<file path="src/rtl/nand_io_sequencer_if.sv">
// nand_io_sequencer_if: IO-unit and page-buffer bus driven by the sequencer
interface nand_io_sequencer_if #(
    parameter int DATA_W = 16,
    parameter int ADDR_W = 13
);
    logic              io_activate;
    logic              io_type;
    logic [DATA_W-1:0] io_wdata;
    logic [DATA_W-1:0] io_rdata;
    logic              io_busy;
    logic [ADDR_W-1:0] buf_addr;
    logic [DATA_W-1:0] buf_wdata;
    logic              buf_we;
    logic [DATA_W-1:0] buf_rdata;

    modport master (
        output io_activate, io_type, io_wdata, buf_addr, buf_wdata, buf_we,
        input  io_rdata, io_busy, buf_rdata
    );

    modport slave (
        input  io_activate, io_type, io_wdata, buf_addr, buf_wdata, buf_we,
        output io_rdata, io_busy, buf_rdata
    );
endinterface

</file>
<file path="src/rtl/nand_io_sequencer.sv">
// nand_io_sequencer: moves a burst of words between the page buffer and the NAND IO unit
module nand_io_sequencer #(
    parameter int DATA_W      = 16,
    parameter int ADDR_W      = 13,
    parameter int ARM_TIMEOUT = 8
) (
    input  logic              clk,
    input  logic              nreset,
    input  logic              start,
    input  logic              dir,
    input  logic [ADDR_W-1:0] length,
    input  logic [ADDR_W-1:0] base_addr,
    input  logic              abort,
    output logic              busy,
    output logic              done,
    output logic              aborted,
    output logic              timeout_err,
    output logic [ADDR_W-1:0] words_done,
    nand_io_sequencer_if.master io
);
    localparam int CNT_W = $clog2(ARM_TIMEOUT + 1);

    typedef enum logic [3:0] {IDLE, FETCH, LOAD, ACT, ARM, WAIT, STORE, NEXT, DONE} state_t;

    state_t            state_q, state_d;
    logic              dir_q, dir_d;
    logic [ADDR_W-1:0] len_q, len_d;
    logic [ADDR_W-1:0] ptr_q, ptr_d;
    logic [ADDR_W-1:0] wd_q, wd_d;
    logic              aborted_q, aborted_d;
    logic              timeout_q, timeout_d;
    logic [CNT_W-1:0]  cnt_q, cnt_d;
    logic [DATA_W-1:0] wdata_q, wdata_d;
    logic [ADDR_W-1:0] wd_inc;

    assign wd_inc = wd_q + ADDR_W'(1);

    // State and datapath registers; reset abandons any burst without waiting on the IO unit
    always_ff @(posedge clk or negedge nreset) begin
        if (!nreset) begin
            state_q   <= IDLE;
            dir_q     <= 1'b0;
            len_q     <= '0;
            ptr_q     <= '0;
            wd_q      <= '0;
            aborted_q <= 1'b0;
            timeout_q <= 1'b0;
            cnt_q     <= '0;
            wdata_q   <= '0;
        end else begin
            state_q   <= state_d;
            dir_q     <= dir_d;
            len_q     <= len_d;
            ptr_q     <= ptr_d;
            wd_q      <= wd_d;
            aborted_q <= aborted_d;
            timeout_q <= timeout_d;
            cnt_q     <= cnt_d;
            wdata_q   <= wdata_d;
        end
    end

    // Next state and datapath updates; abort ends the burst before activate, else waits for NEXT
    always_comb begin
        state_d   = state_q;
        dir_d     = dir_q;
        len_d     = len_q;
        ptr_d     = ptr_q;
        wd_d      = wd_q;
        aborted_d = aborted_q;
        timeout_d = timeout_q;
        cnt_d     = cnt_q;
        wdata_d   = io.io_wdata;
        case (state_q)
            IDLE: if (start) begin
                dir_d     = dir;
                len_d     = length;
                ptr_d     = base_addr;
                wd_d      = '0;
                aborted_d = 1'b0;
                timeout_d = 1'b0;
                state_d   = (length == '0) ? DONE : dir ? FETCH : ACT;
            end
            FETCH: begin
                state_d   = abort ? DONE : LOAD;
                aborted_d = aborted_q | abort;
            end
            LOAD: begin
                state_d   = abort ? DONE : ACT;
                aborted_d = aborted_q | abort;
            end
            ACT: begin
                state_d   = abort ? DONE : io.io_busy ? ACT : ARM;
                aborted_d = aborted_q | abort;
                cnt_d     = CNT_W'(ARM_TIMEOUT);
            end
            ARM: if (!io.io_busy) begin
                cnt_d     = cnt_q - CNT_W'(1);
                timeout_d = cnt_q <= CNT_W'(1);
                state_d   = (cnt_q <= CNT_W'(1)) ? DONE : ARM;
            end else begin
                state_d   = WAIT;
            end
            WAIT:  state_d = io.io_busy ? WAIT : dir_q ? NEXT : STORE;
            STORE: state_d = NEXT;
            NEXT: begin
                wd_d      = wd_inc;
                ptr_d     = ptr_q + ADDR_W'(1);
                aborted_d = abort && (wd_inc != len_q);
                state_d   = (wd_inc == len_q || abort) ? DONE : dir_q ? FETCH : ACT;
            end
            DONE:    state_d = IDLE;
            default: state_d = IDLE;
        endcase
    end

    // Outputs; write data follows the buffer during LOAD and is then held for the IO unit
    always_comb begin
        busy           = state_q != IDLE;
        done           = state_q == DONE;
        aborted        = aborted_q;
        timeout_err    = timeout_q;
        words_done     = wd_q;
        io.io_activate = (state_q == ACT) && !abort && !io.io_busy;
        io.io_type     = dir_q;
        io.io_wdata    = (state_q == LOAD) ? io.buf_rdata : wdata_q;
        io.buf_addr    = ptr_q;
        io.buf_we      = state_q == STORE;
        io.buf_wdata   = (state_q == STORE) ? io.io_rdata : '0;
    end
endmodule

</file>
<file path="src/flat_wrapper.sv">
// flat-port wrapper written by rule: the top's interface ports become plain ports
module nand_io_sequencer_flat 
#(
    parameter int DATA_W      = 16,
    parameter int ADDR_W      = 13,
    parameter int ARM_TIMEOUT = 8
)
  (clk, nreset, start, dir, length, base_addr, abort, busy, done, aborted, timeout_err, words_done, io_io_activate, io_io_type, io_io_wdata, io_buf_addr, io_buf_wdata, io_buf_we, io_io_rdata, io_io_busy, io_buf_rdata);
  nand_io_sequencer_if #(.DATA_W(DATA_W), .ADDR_W(ADDR_W)) io_i ();
  input  logic clk;
  input  logic nreset;
  input  logic start;
  input  logic dir;
  input  logic [ADDR_W-1:0] length;
  input  logic [ADDR_W-1:0] base_addr;
  input  logic abort;
  output logic busy;
  output logic done;
  output logic aborted;
  output logic timeout_err;
  output logic [ADDR_W-1:0] words_done;
  output wire logic [$bits(io_i.io_activate)-1:0] io_io_activate;
  output wire logic [$bits(io_i.io_type)-1:0] io_io_type;
  output wire logic [$bits(io_i.io_wdata)-1:0] io_io_wdata;
  output wire logic [$bits(io_i.buf_addr)-1:0] io_buf_addr;
  output wire logic [$bits(io_i.buf_wdata)-1:0] io_buf_wdata;
  output wire logic [$bits(io_i.buf_we)-1:0] io_buf_we;
  input wire logic [$bits(io_i.io_rdata)-1:0] io_io_rdata;
  input wire logic [$bits(io_i.io_busy)-1:0] io_io_busy;
  input wire logic [$bits(io_i.buf_rdata)-1:0] io_buf_rdata;
  assign io_io_activate = io_i.io_activate;
  assign io_io_type = io_i.io_type;
  assign io_io_wdata = io_i.io_wdata;
  assign io_buf_addr = io_i.buf_addr;
  assign io_buf_wdata = io_i.buf_wdata;
  assign io_buf_we = io_i.buf_we;
  assign io_i.io_rdata = io_io_rdata;
  assign io_i.io_busy = io_io_busy;
  assign io_i.buf_rdata = io_buf_rdata;
  nand_io_sequencer #(.DATA_W(DATA_W), .ADDR_W(ADDR_W), .ARM_TIMEOUT(ARM_TIMEOUT)) u_core (.clk(clk), .nreset(nreset), .start(start), .dir(dir), .length(length), .base_addr(base_addr), .abort(abort), .busy(busy), .done(done), .aborted(aborted), .timeout_err(timeout_err), .words_done(words_done), .io(io_i));
endmodule
</file>
<file path="config.mk">
export PLATFORM = sky130hd
export DESIGN_NAME = nand_io_sequencer_flat
export DESIGN_NICKNAME = d
export VERILOG_FILES = /design/src/rtl/nand_io_sequencer_if.sv /design/src/rtl/nand_io_sequencer.sv /design/src/flat_wrapper.sv
export SDC_FILE = /design/constraint.sdc
export NUM_CORES = 1
export LEC_CHECK = 0
export CAP_MARGIN = 20
export CORE_ASPECT_RATIO = 1.25
export CORE_MARGIN = 3
export CORE_UTILIZATION = 50
export DETAILED_ROUTE_END_ITERATION = 16
export PLACE_DENSITY = 0.95
export SLEW_MARGIN = 5
export SYNTH_ARGS = -nofsm -noshare
export SYNTH_HDL_FRONTEND = slang
export SYNTH_SLANG_ARGS = --single-unit
</file>
<file path="constraint.sdc">
create_clock -name clk -period 3.9 [get_ports clk]
set_input_delay 0.39 -clock clk [delete_from_list [all_inputs] [get_ports clk]]
set_output_delay 0.39 -clock clk [all_outputs]
set_load 0.005 [all_outputs]
</file>
Run 1, placed standard cells:
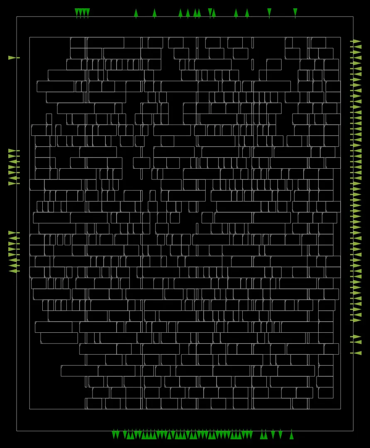
fillers: 517
post-route insts no fill: 642
number of sequential storage elements: 66

Run 1, cells coloured by class:
Fill, decap, tap and diode cells in grey.
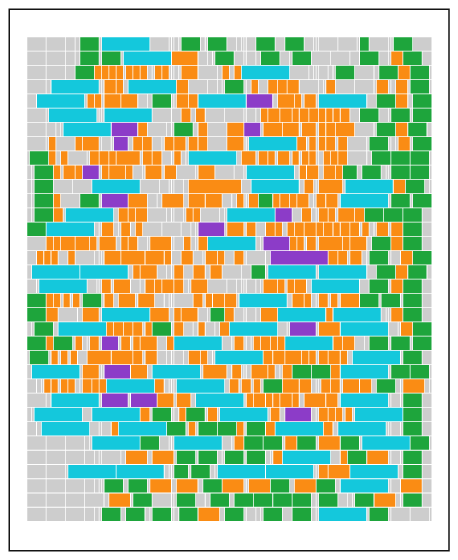
combinational and other logic -> orange  # cells 337
sequential cells -> cyan  # cells 66
clock drivers and dummy loads -> purple  # cells 16
remaining buffers and delay cells -> green  # cells 133

==> run summary, run 1 <==
Summary of implementation figures.

Critical path
The worst setup path is launched from a register. The data required time reported for the critical path is between 3 and 4 ns. The critical path goes through nand2b_1 -> nor2_1 -> and2_1 -> clkdlybuf4s50_1. The largest stage delay on the critical path is slightly below 0.6 ns. The category of the critical setup timing path is reg -> out. The destination of the worst register-to-register timing path is u_core.aborted. The worst register-to-register path depth is 6.

Looking at the critical path, the single cell with the biggest stage delay is nor2_1. The arrival time reported for the critical path endpoint is 2.47 ns.

Cells and area
The number of diodes is 0. Across the whole layout, storage elements account for around 1700 um2. The combined area of the multi-input logic cells is 1950 um2. The post-route utilization of the core is recorded as between 70 and 80%. The finished cells cover between 5000 and 6000 um2.

Detailed routing
The average wire per standard cell is roughly 17 um. The routed layout reports a DRC error count of 0. According to the report, the first pass of detailed routing completed in 5 iterations.

Pwr
The net switching power figure is 1260 uW. The leakage power of the design is about 0.0021 uW. The internal power consumption is about 2100 uW.

The portion of total power attributed to sequential cells is between 30% and 40%. Per report_power, the combinational group accounts for a little under half of the total. The switching share of power is 37.5%. The power density relative to cell area is around 640 nW/um2.

Status
The flow ran to the end, and the final reports show no timing, DRC or antenna violations.

Timing
The count of final max-slew check failures is 0. Setup slack closes at 1.04 ns. The worst clock skew is ~0.0097 ns.

The number of setup violations in the final report is 0. Per the timing report, the achievable frequency comes out to ~350 MHz. The ratio of final minimum period to clock period is 73.3%.

Hold-check failures listed in the final report amount to 0. The measured slew at the worst slew-check pin is 0.923 ns.

Synthesis
The post-synth area from yosys stat is around 3800 um2. After synthesis, flip-flops and latches occupy 43.8% of the total area. Synthesis produced about 430 cells. The share of async-settable or async-resettable flops after synthesis is 100%. The mean post-synth cell area is between 8 and 9 um2. Yosys mapped a number of flops with a built-in enable equal to 0.

The most used flip-flop cell is dfrtp_1. The net count of the mapped netlist is between 500 and 600. In the Yosys stats the netlist draws on approximately 52 distinct library cells. The cell total in the yosys stat output is ~430. In this run, synthesis produced a sequential element count of between 60 and 70.

Floorplan
The core area is roughly 7000 um2. The number of I/O pins is approximately 130. According to the floorplan log, the row count is 34.

Per the OpenROAD floorplan log, the area of the die is about 8600 um2. The horizontal die size is around 84 um.

CTS
The total CTS buffers is 9. Looking at the clock tree report, the H-tree level count equals 3. The total of cells resized after clock tree synthesis is 0. The number of buffers on the longest clock path is 2. The CTS tree is built.

The latest clock arrival within the worst-skew pair is roughly 0.35 ns. The post-CTS hold buffer count recorded in the log is 0. The total number of clock tree sinks is ~66.

Global route
The pin count of the biggest net entering global routing is roughly 42. After global routing the overflow that remains totals 0. The number of global-route vias before repair came to 3805. The first-pass GRT wire length is 18.0 mm.

Placement
The count of buffers added on input and output ports is around 130.

Job
In this run the tools logged warnings totalling 27.
Run 1, pin map:
Pins as bars across the die edge, other pins in grey.
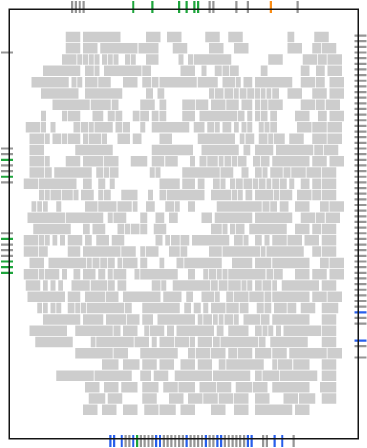
abort -> orange  # pins 1, direction input, edge north
io_io_wdata -> blue  # pins 16, direction output, edge 14 south, 2 east
words_done -> green  # pins 13, direction output, edge 6 west, 6 north, 1 south

## run 1: sequential cells by signal, summed over array words and instances (netlist names)
register / flops
u_core.wdata_q: 16
u_core.io.buf_addr: 13
u_core.len_q: 13
u_core.words_done: 13
u_core.cnt_q: 4
u_core.state_q: 4
u_core.aborted: 1
u_core.io.io_type: 1
u_core.timeout_err: 1
## run 1: cell type report
type	instances	area share, %
Multi-Input combinational cell	329	37.0
Clock buffer	10	2.61
Sequential cell	66	31.3
Inverter	8	0.570
Timing Repair Buffer	133	24.9
Tap cell	90	2.14
Clock inverter	6	1.38
## run 1: power by group through the flow
| stage | clock, uW | sequential [uW] | combinational, uW |
|---|---|---|---|
| floorplan | 0 | 1120 | 869 |
| global placement | 0 | 1190 | 1490 |
| detailed placement | 0 | 1210 | 1550 |
| CTS | 613 | 1200 | 1560 |
| global route | 640 | 1240 | 1700 |
| finish | 610 | 1210 | 1550 |
## run 1: synth_stat cells, drive strengths merged, types with 6 or more instances
cell | instances | area share (%)
mux2 | 17 | 5.1
xor2 | 6 | 1.4
and2 | 16 | 2.7
buf | 7 | 1.3
o22ai | 7 | 1.2
nand4 | 8 | 1.5
xnor2 | 10 | 2.3
nor3 | 10 | 1.3
nand3 | 22 | 2.9
nor4 | 7 | 1.3
nor2 | 39 | 3.9
o21ai | 33 | 4.4
inv | 8 | 0.80
dfrtp | 66 | 44
nand2 | 73 | 7.3
nand2b | 6 | 1.0
clkbuf | 24 | 2.4
a21oi | 23 | 3.1
## run 1: cell families after synthesis
| group | after synthesis | synth area share, % |
|---|---|---|
| simple gates | 197 | 25.3 |
| compound gates | 94 | 16.0 |
| flops | 66 | 43.8 |
| buf+inv | 39 | 4.52 |
| mux | 18 | 5.35 |
| xor+xnor | 16 | 3.72 |
| fa+ha+maj | 4 | 1.33 |
## run 1: worst max-delay path: cells and delay by family, from the launching register on
family / cells / cell delay, ns
buffers and inverters: 1 / 0.51
flip-flops: 1 / 0.53
AND/OR/NAND/NOR: 3 / 1.08
## run 1: worst max-delay path by stage
stage,cells past startpoint,from,slack (ns),end
after floorplan,7,u_core.words_done[3],1.50,u_core.aborted
after global placement,6,u_core.words_done[2],1.36,u_core.aborted
after detailed placement,6,u_core.words_done[2],1.26,u_core.aborted
after CTS,4,u_core.state_q[0],1.03,io_buf_wdata[0]
after global routing,4,u_core.state_q[3],0.87,io_buf_wdata[0]
final,4,u_core.state_q[0],1.04,io_buf_wdata[0]
## run 1: placed cells by master (no fill, tap or decap), types with 8 or more instances in the layout
master             n
xnor2_1           10
nand2_1           73
nor3_1             9
mux2_2            17
clkdlybuf4s50_1  127
dfrtp_1           66
and2_1            16
nand3_1           22
a21oi_1           23
o21ai_0           33
nor2_1            39
inv_1              8
clkbuf_8          10
## run 1: metal layers
metal	part of all wire [%]	global-route usage, %
met4	3.2	13.6
met5	0	0
met2	52	48.3
met1	37	28.8
met3	7.3	5.04
## run 1: per-stage QoR
step / power [uW] / hold WS (ns)
3_3_place_gp: 2680 / 0.479
3_5_place_dp: 2760 / 0.483
2_1_floorplan: 1990 / 0.0944
5_1_grt: 3580 / 0.258
4_1_cts: 3380 / 0.204
6_report: 3370 / 0.178
Run 1, clock distribution:
Bar = 20 um.
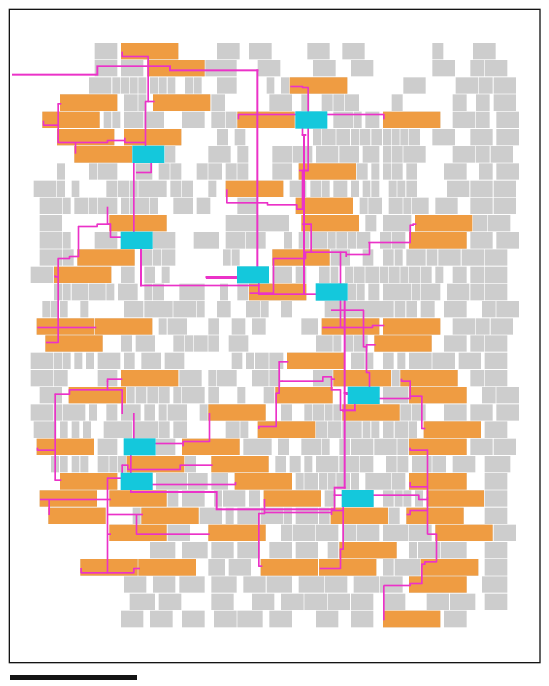

==> run 2, diff against run 1 <==
--- a/config.mk
+++ b/config.mk
@@ -8,9 +8,9 @@
 export CAP_MARGIN = 20
 export CORE_ASPECT_RATIO = 1.25
 export CORE_MARGIN = 3
-export CORE_UTILIZATION = 50
+export CORE_UTILIZATION = 42
 export DETAILED_ROUTE_END_ITERATION = 16
-export PLACE_DENSITY = 0.95
+export PLACE_DENSITY = 0.88
 export SLEW_MARGIN = 5
 export SYNTH_ARGS = -nofsm -noshare
 export SYNTH_HDL_FRONTEND = slang
==> constraint.sdc (replaced) <==
create_clock -name clk -period 2.4 [get_ports clk]
set_input_delay 0.24 -clock clk [delete_from_list [all_inputs] [get_ports clk]]
set_output_delay 0.24 -clock clk [all_outputs]
set_load 0.005 [all_outputs]
Run 2, clock distribution:
Bar = 20 um.
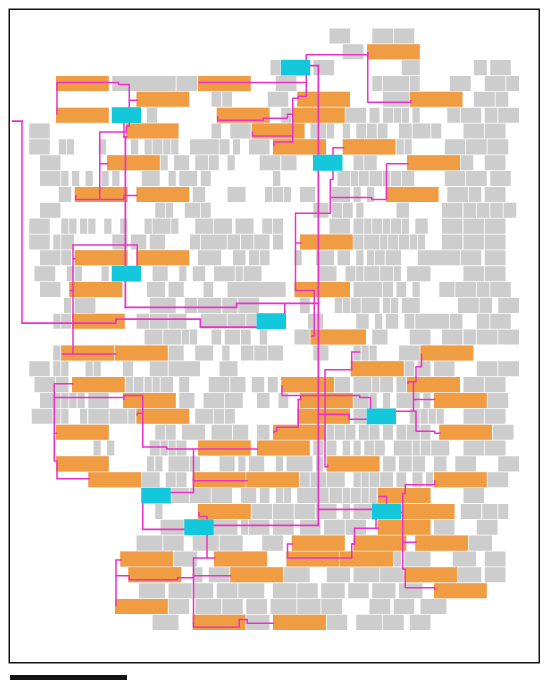
clock drivers -> cyan  # count 9
clock wires -> magenta  # length 882 um
flip-flops -> orange  # count 66
routed clock nets = 10
flops lie = spread over the die
Setup Skew: 0.0123 ns
Clock Latency Late Sink: 0.36 ns

==> run 2 against run 1 <==
Against the previous run: flip-flop count unchanged; global-route usage down 4.1 points; area after synthesis did not move; core utilization decreased by 10 points; count of clock-buffer cells in the layout is 1 higher; via count is 1.7% lower; setup slack worse by 0.99 ns; register-to-register slack got worse by 1.1 ns; worst hold slack worse by 0.11 ns; synthesized cell count unchanged; sequential power rose by 58%.
==> run summary, run 2 <==
Summary of implementation figures.

Status
The flow ran to the end, and the final reports show no timing, DRC or antenna violations.

Synthesis
The most numerous cell in the Yosys netlist is nand2_1. Summing every instance area after synthesis gives approximately 3800 um2. The count of different cell masters after synthesis is roughly 52.

Summed over all instances, the cell type with the most area after synthesis is dfrtp_1. The register bit total from synthesis is around 66. Per the post-synthesis report, the number of cells in the design is about 430.

The share of async-settable or async-resettable flops after synthesis is 100%. For this design, Yosys synthesis ends with a cell count of roughly 430. Averaged over all synthesized cells, the footprint is about 8.7 um2. Counting every net in the synthesized netlist gives about 500. The fraction of the yosys area taken by sequential cells is a little over two fifths.

The most used flip-flop cell is dfrtp_1. Ranked by total cell area, the synthesized netlist is headed by dfrtp_1 44%, nand2_1 7.3%, mux2_2 5.1%. The commonest cells after synthesis are 73 x nand2_1, 66 x dfrtp_1, 39 x nor2_1. The top cell type by area accounts for a little over two fifths of the synthesized area. The post-synth area from yosys stat is 3770 um2. In this run, synthesis inferred 0 flip-flops with an integrated enable.

CTS
Clock tree synthesis selected as its root buffer the cell clkbuf_8. Per the CTS log, the buffer count on the longest clock path is 2. TritonCTS built the clock tree. The report puts the hold buffer count at CTS at 0. The number of clock buffers added by TritonCTS is 9. The number of H-tree levels is 3.

The CTS clock-pin slew for the worst setup and hold paths is 0.08 ns. The clock drives roughly 66 sinks.

Critical path
The OpenROAD report gives the critical path a required time of ~2.2 ns. The arrival time of data at the worst endpoint is listed as around 2.1 ns. In this run the worst setup path begins at u_core.state_q[2]. Traced cell by cell, the critical path runs through buf_6 -> nor3_4 -> buf_12 -> mux2_2 -> clkdlybuf4s50_1. The critical path maximum fanout is 16. The critical path startpoint category is a register.

The dominant delay contributor by cell family on the critical path is buffers and inverters. Per the STA report, the cell with the highest stage delay on the worst path is clkdlybuf4s50_1. The category of the critical setup timing path is reg -> out. The largest stage delay on the critical path is 0.45 ns. The launch point of the worst register-to-register path is recorded as u_core.words_done[1].

The endpoint type of the worst setup path is an output pin. The timing report notes that buffer and inverter cells on the critical path total 3.

Global route
The number of global-route vias before repair was between 3000 and 4000. Global route summary, busiest routing layer listed as met2. The remaining global-route overflow is 0. Entering global routing, the biggest net connects between 60 and 70 pins. The fraction of met1 tracks used by global routing is 25.5%. In the global route stage, met2 resource usage came out at a little under two fifths. The aggregate global-route resource usage is between 20% and 30%. The global routing report lists met3 layer usage as under 10%. The first-pass GRT wire length is about 18 mm.

Timing
The ratio of final minimum period to clock period is 97.7%. The number of setup violations in the final report is 0. Across all hold checks on the routed design, the worst slack comes to between 0.07 and 0.08 ns.

For reference, the final report shows the hold violation count at 0. The worst slew margin relative to its limit is 44.0%. Pins over their slew limit in the final report were tallied at 0. The measured slew at the worst slew-check pin is 0.839 ns.

The smallest clock period supported by the final layout is computed as roughly 2.3 ns. The critical path in the final layout is reported with a setup slack of 0.0548 ns. The final total negative setup slack is 0 ns. Based on the critical path, the design can be clocked at up to about 430 MHz. Setup repair after global routing could not meet its margin everywhere.

Pwr
The leakage component of the power was reported as 0.00236 uW. The portion of total power attributed to sequential cells is between 30% and 40%. Cell internal power was estimated by the tool at ~3400 uW. For this design the ratio of total power to cell area is between 900 and 1000 nW/um2. The power consumption is ~5400 uW. The part of the total power dissipated in combinational logic is around 48%.

The net switching power figure is between 1500 and 2000 uW. The switching share of power is between 30% and 40%. The maximum vdd drop is 0.430 mV.

Min path
The path type of the worst min-delay path is in -> async.

Cells and area
At the end of the flow, the number of nets in the layout was roughly 640. Per the final layout report, the fraction of cells sized above drive strength 1 comes to approximately 14%. The register bank with the most flops is u_core.wdata_q. In the final layout, the fill cell count is 704.

The register with the most flip-flops in the layout has 16 of them. The most instantiated logic cell after routing is clkdlybuf4s50_1. For this run, the script counts the antenna cells in the layout as 0. Once layout is complete, the cells apart from fillers number 694. Leaving out fill and tap cells, the most frequent cells in the layout are 115 x clkdlybuf4s50_1, 73 x nand2_1, 64 x dfrtp_1.

Placement
The half-perimeter wire length of the detailed placement result is 8.25 mm. The number of port buffers is between 100 and 150. The number of placed instances, taps included is around 680. Before CTS, the worst setup slack after placement is -0.0166 ns.

Detailed routing
The number of vias per cell after detailed routing is approximately 5.4. The routed layout has 3727 vias. Before antenna repair, the detailed router went through 5 iterations. The average wire per standard cell is between 15 and 20 um.

The remaining design rule violation count is 0.

Floorplan
Pin placement for this block handled between 100 and 150 I/O pins. The horizontal die size is just over 90 um. The core area is slightly below 9000 um2.

The row count is 38. The area enclosed by the die boundary is ~10000 um2. The core utilization before placement is between 40% and 50%.

Job
OpenROAD emitted warnings numbering 28.
## run 2: cell types whose count changed in the layout (fill, tap and decap cells not counted), moves of 2 or more
| cell | change |
|---|---|
| clkbuf_1 | +2 |
| nand2b_1 | -2 |
| dfrtp_1 | -2 |
| dlymetal6s2s_1 | +12 |
| dfrtp_2 | +2 |
| clkinv_2 | +2 |
| clkdlybuf4s50_1 | -12 |
| inv_6 | -3 |
| buf_4 | +20 |
## run 2: per-stage QoR
stage               utilization [%]  cell area, um2
finish                         63.6            5530
global route                   63.6            5530
CTS                            63.0            5480
detailed placement             60.6            5270
global placement               60.6            5270
floorplan                         -            3770
## run 2: kinds of logic (layout without fill, tap and decap cells)
logic type	after synthesis	in the layout	share of synthesized area [%]
flops	66	66	43.8
buf+inv	39	179	4.52
fa+ha+maj	4	4	1.33
mux	18	18	5.35
simple gates	197	197	25.3
compound gates	94	94	16.0
xor+xnor	16	16	3.72
## run 2: power groups by stage
stage	Clock, uW	Sequential, uW	Combinational, uW
2_1_floorplan	0	1820	1410
3_3_place_gp	0	1880	2600
3_5_place_dp	0	1910	2650
4_1_cts	924	1890	2680
5_1_grt	971	1960	2890
6_report	903	1910	2630
## run 2: layout make-up
| class | count | area (um2) | area share (%) |
|---|---|---|---|
| clock inverters | 5 | 55.1 | 0.995 |
| multi-input cells | 329 | 1980 | 35.9 |
| repair buffers | 155 | 1530 | 27.6 |
| flip-flops and latches | 66 | 1650 | 29.9 |
| inverters | 8 | 30.0 | 0.543 |
| clock buffers | 11 | 131 | 2.38 |
| well taps | 120 | 150 | 2.71 |
## run 2: layer usage
| layer | vias to the layer above | part of all wire, % | routed length, um |
|---|---|---|---|
| met5 | - | 0 | 0 |
| met4 | 0 | 2.3 | 250 |
| met3 | 19 | 6.8 | 747 |
| met2 | 165 | 52 | 5640 |
| met1 | 1740 | 39 | 4290 |
| li1 | 1803 | - | - |
## run 2: path summary, 6_finish.rpt
path / endpoint / cells past startpoint
min reg2reg: u_core.wdata_q[9] / 1
min in group clk: u_core.len_q[0] / 3
max reg2reg: u_core.aborted / 6
min: u_core.io.buf_addr[8] / 2
max: io_io_wdata[13] / 5
max in group asynchronous: u_core.state_q[3] / 2
## run 2: repair_timing
| action | CTS | global route |
|---|---|---|
| pin swaps | 0 | 2 |
| buffers inserted | 0 | 0 |
| setup endpoints to repair | 4 | 37 |
| resized | 4 | 20 |
Power is estimated from default activity; no workload was simulated.
